## src/rtl/fft_stage_sequencer.sv

```systemverilog
// rtl/fft_stage_sequencer.sv - stage/butterfly walker and RAM/twiddle address generator for an in-place radix-2 DIT FFT
module fft_stage_sequencer #(
  parameter int LOG2_N       = 4,
  parameter int BFLY_LATENCY = 2
) (
  input  logic              i_CLK,
  input  logic              i_RST,
  input  logic              i_start,
  output logic              o_busy,
  output logic              o_done,
  output logic [LOG2_N-1:0] o_stage,
  output logic              o_rd_en,
  output logic [LOG2_N-1:0] o_rd_addr_A,
  output logic [LOG2_N-1:0] o_rd_addr_B,
  output logic [LOG2_N-2:0] o_tw_addr,
  output logic              o_bf_valid,
  output logic              o_wr_en,
  output logic [LOG2_N-1:0] o_wr_addr_A,
  output logic [LOG2_N-1:0] o_wr_addr_B
);

  localparam int L  = 1 + BFLY_LATENCY;
  localparam int KW = LOG2_N - 1;
  localparam int DW = $clog2(L + 1);
  localparam logic [DW-1:0]     L_CNT      = DW'(L);
  localparam logic [LOG2_N-1:0] LAST_STAGE = LOG2_N'(LOG2_N - 1);

  typedef enum logic [1:0] {
    S_IDLE,
    S_ISSUE,
    S_DRAIN
  } state_t;

  state_t            state;
  logic [KW-1:0]     k;
  logic [DW-1:0]     dcnt;

  logic              issue_go;
  logic [LOG2_N-1:0] issue_s;
  logic [KW-1:0]     issue_k;

  logic [L-1:0]      dl_valid;
  logic [LOG2_N-1:0] dl_a [L];
  logic [LOG2_N-1:0] dl_b [L];

  // A = (k >> s) * 2^(s+1) + (k mod 2^s); B sets the 2^s bit of A.
  function automatic logic [LOG2_N-1:0] calc_a(input logic [LOG2_N-1:0] s, input logic [KW-1:0] kin);
    logic [LOG2_N-1:0] kk;
    logic [LOG2_N-1:0] mask;
    kk     = {1'b0, kin};
    mask   = (LOG2_N'(1) << s) - LOG2_N'(1);
    calc_a = ((kk >> s) << (s + LOG2_N'(1))) | (kk & mask);
  endfunction

  function automatic logic [KW-1:0] calc_tw(input logic [LOG2_N-1:0] s, input logic [KW-1:0] kin);
    logic [LOG2_N-1:0] kk;
    logic [LOG2_N-1:0] mask;
    logic [LOG2_N-1:0] tw;
    kk      = {1'b0, kin};
    mask    = (LOG2_N'(1) << s) - LOG2_N'(1);
    tw      = (kk & mask) << (LOG2_N'(LOG2_N - 1) - s);
    calc_tw = tw[KW-1:0];
  endfunction

  // The butterfly to be presented on the read port next cycle, if any.
  always_comb begin
    issue_go = 1'b0;
    issue_s  = '0;
    issue_k  = '0;
    case (state)
      S_IDLE:  issue_go = i_start;
      S_ISSUE: begin
        issue_go = 1'b1;
        issue_s  = o_stage;
        issue_k  = k;
      end
      S_DRAIN: begin
        if (dcnt == L_CNT && o_stage != LAST_STAGE) begin
          issue_go = 1'b1;
          issue_s  = o_stage + LOG2_N'(1);
        end
      end
      default: ;
    endcase
  end

  // The state is already back in IDLE while o_done is high, so a start in
  // the done cycle is accepted without a dead cycle.
  always_ff @(posedge i_CLK or negedge i_RST) begin
    if (!i_RST) begin
      state       <= S_IDLE;
      k           <= '0;
      dcnt        <= '0;
      o_stage     <= '0;
      o_busy      <= 1'b0;
      o_done      <= 1'b0;
      o_rd_en     <= 1'b0;
      o_rd_addr_A <= '0;
      o_rd_addr_B <= '0;
      o_tw_addr   <= '0;
    end else begin
      o_done      <= 1'b0;
      o_rd_en     <= issue_go;
      o_rd_addr_A <= issue_go ? calc_a(issue_s, issue_k) : '0;
      o_rd_addr_B <= issue_go ? (calc_a(issue_s, issue_k) | (LOG2_N'(1) << issue_s)) : '0;
      o_tw_addr   <= issue_go ? calc_tw(issue_s, issue_k) : '0;

      case (state)
        S_IDLE: begin
          if (i_start) begin
            state   <= S_ISSUE;
            o_stage <= '0;
            o_busy  <= 1'b1;
            k       <= KW'(1);
          end
        end
        S_ISSUE: begin
          if (&k) begin
            state <= S_DRAIN;
            dcnt  <= '0;
            k     <= '0;
          end else begin
            k <= k + KW'(1);
          end
        end
        S_DRAIN: begin
          if (dcnt == L_CNT) begin
            if (o_stage == LAST_STAGE) begin
              state   <= S_IDLE;
              o_stage <= '0;
              o_busy  <= 1'b0;
              o_done  <= 1'b1;
            end else begin
              state   <= S_ISSUE;
              o_stage <= o_stage + LOG2_N'(1);
              k       <= KW'(1);
            end
          end else begin
            dcnt <= dcnt + DW'(1);
          end
        end
        default: state <= S_IDLE;
      endcase
    end
  end

  // Read-to-write-back delay line; addresses are already zero when invalid.
  always_ff @(posedge i_CLK or negedge i_RST) begin
    if (!i_RST) begin
      dl_valid <= '0;
      for (int i = 0; i < L; i++) begin
        dl_a[i] <= '0;
        dl_b[i] <= '0;
      end
    end else begin
      dl_valid[0] <= o_rd_en;
      dl_a[0]     <= o_rd_addr_A;
      dl_b[0]     <= o_rd_addr_B;
      for (int i = 1; i < L; i++) begin
        dl_valid[i] <= dl_valid[i-1];
        dl_a[i]     <= dl_a[i-1];
        dl_b[i]     <= dl_b[i-1];
      end
    end
  end

  assign o_bf_valid  = dl_valid[0];
  assign o_wr_en     = dl_valid[L-1];
  assign o_wr_addr_A = dl_a[L-1];
  assign o_wr_addr_B = dl_b[L-1];

endmodule

```

## config.mk

```make
export PLATFORM = sky130hd
export DESIGN_NAME = fft_stage_sequencer
export DESIGN_NICKNAME = d
export VERILOG_FILES = /design/src/rtl/fft_stage_sequencer.sv
export SDC_FILE = /design/constraint.sdc
export NUM_CORES = 1
export LEC_CHECK = 0
export ABC_AREA = 1
export CAP_MARGIN = 20
export CELL_PAD_IN_SITES_DETAIL_PLACEMENT = 1
export CELL_PAD_IN_SITES_GLOBAL_PLACEMENT = 1
export CORE_MARGIN = 2
export CORE_UTILIZATION = 45
export CTS_CLUSTER_SIZE = 30
export DETAILED_ROUTE_END_ITERATION = 12
export PLACE_DENSITY_LB_ADDON = 0.08
export RECOVER_POWER = 50
export SLEW_MARGIN = 20
export SYNTH_ARGS = -nofsm -noshare
export SYNTH_HDL_FRONTEND = slang
export SYNTH_SLANG_ARGS = --single-unit
```

## constraint.sdc

```tcl
create_clock -name i_CLK -period 5.74 [get_ports i_CLK]
set_clock_uncertainty 0.05 [all_clocks]
set_input_delay 1.435 -clock i_CLK [delete_from_list [all_inputs] [get_ports i_CLK]]
set_output_delay 1.435 -clock i_CLK [all_outputs]
set_load 0.02 [all_outputs]
```

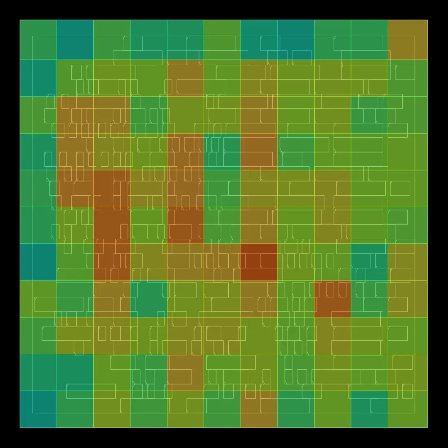
(images/congestion_map.png)
routed length per instance: 13.7 um
met3 Usage GRT: 3.91%
GR Util met1: 24.3%
GR peak layer: met2

==> results_slide.txt <==
Key Metrics from the Run

Timing
  – Fmax: about 0.28 GHz
  – Min Tclk post-route: 3560 ps
  – Fin. Hold Viols: 0
  – Post-layout period usage: 62.1%
  – Post-route setup TNS: 0 ps
  – Relative slew slack: -73.9%
  – Worst Tran Pin Value: 2610 ps
  – Slew Viols, Final: between 50 and 60

Critical path
  – Setup slack, reg-to-reg: 2740 ps
  – CP endpoint kind: asynchronous set/reset pin
  – Crit path max-delay cell type: clkbuf_1
  – Crit-path max FO: approximately 52
  – Critical Path End: o_wr_addr_A[2]$_DFF_PN0_
  – Crit path launch: i_RST
  – Reg-to-reg endpoint: o_tw_addr[2]$_DFF_PN0_
  – Critical path class: in2async

Synthesis
  – Total number of yosys warnings: 0
  – YS chip area: 2360 um2
  – Synth top cells by count: 52 x dfrtp_1, 47 x nand2_1, 28 x inv_1
  – Adder Area Share: 5.30%
  – Mux area share: 0%
  – Xor+xnor area frac: less than 1%
  – Max-area cell share: 55.1%
  – Area leader, netlist: dfrtp_1
  – Synth async-reset ratio: 100%
  – Most frequent cell after synthesis: dfrtp_1
  – Simple Share, Synth: 21.3%
  – Number of synthesized register bits: 52

Worst hold path
  – Hold Path Stages: 0
  – Worst hold path endpoint: dl_a[6]$_DFF_PN0_
  – Hold Path Origin: dl_a[10]$_DFF_PN0_

Finish
  – Inverters, non-clock: 31
  – Fraction of area in registers: between 40% and 50%
  – Non-clock buffer share: 10.8%
  – Comb gates: 143
  – Number of fill cells: 592
  – Biggest Area Class: sequential cells
  – Layout cells sized above 1: 13.6%
  – Final instance area: 2760 um2

Job
  – Max cap viols: 1

Power and ir drop
  – Int Power: 0.710 mW
  – Comb pwr share: 38.1%
  – Pwr Total: 1.15 mW
  – Sequential Power: roughly 0.5 mW

Route
  – DRC errors left: 0
  – Post-route ant nets: 0

Status
  – Status: finished, violations left
  – Failing checks: capacitance limit, slew limit

Floorplan
  – # Taps: 70
  – Die X: 76.5 um
  – Die height: around 76 um

Global route
  – Met2 Track Usage GR: 28.5%
  – Global route overflow: 0
  – Global-route wire length before repair: 8130 um
  – Largest net degree at the start of global routing: between 50 and 60
  – Vias in the first global route: 1699

Placed design
  – Pre-CTS setup slack: 2640 ps
  – IO buf count: 30
  – Dpl hpwl: approximately 3500 um

Clock tree
  – Num CTS Buffers: 5
  – CTS max path bufs: 2
  – TritonCTS clock tree: built
  – Clock Sinks: 52
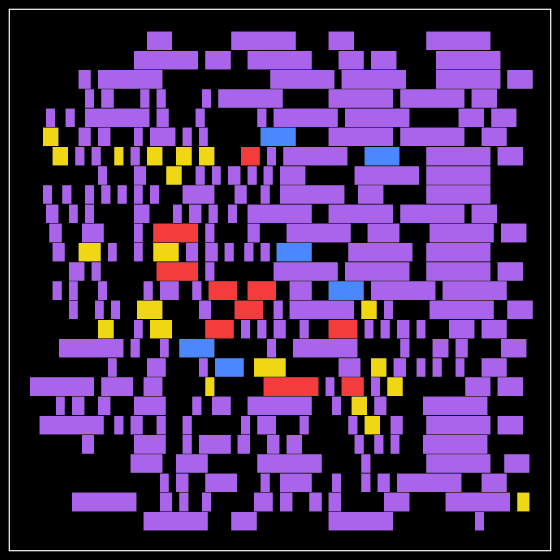
(images/sizing.png)
[purple] x1 and smaller | cells: 229
[blue] x6 and larger | cells: 6
[red] x3 and x4 | cells: 10
[yellow] x2 | cells: 20

-- flip-flops by register name, indices dropped and copies added (netlist names), 2 cells and up --
register	flops
dl_a	8
dl_b	8
o_wr_addr_B	4
dcnt	2
o_rd_addr_A	4
dl_valid	3
k	3
o_stage	4
o_rd_addr_B	4
o_wr_addr_A	4
state	2
o_tw_addr	3
-- cells in the final DEF, fill, tap and decap left out, drive strengths merged, types with 2 or more instances in the layout --
cell type	netlist	final
nand2	59	59
dfrtp	52	52
inv	30	31
clkdlybuf4s50	0	29
nor2	19	19
nand3	18	18
o21ai	12	12
ha	10	10
a21oi	9	9
clkbuf	0	6
nand4	3	3
o21a	2	2
clkinv	1	2
o22ai	2	2
Power and IR drop assume default switching activity.
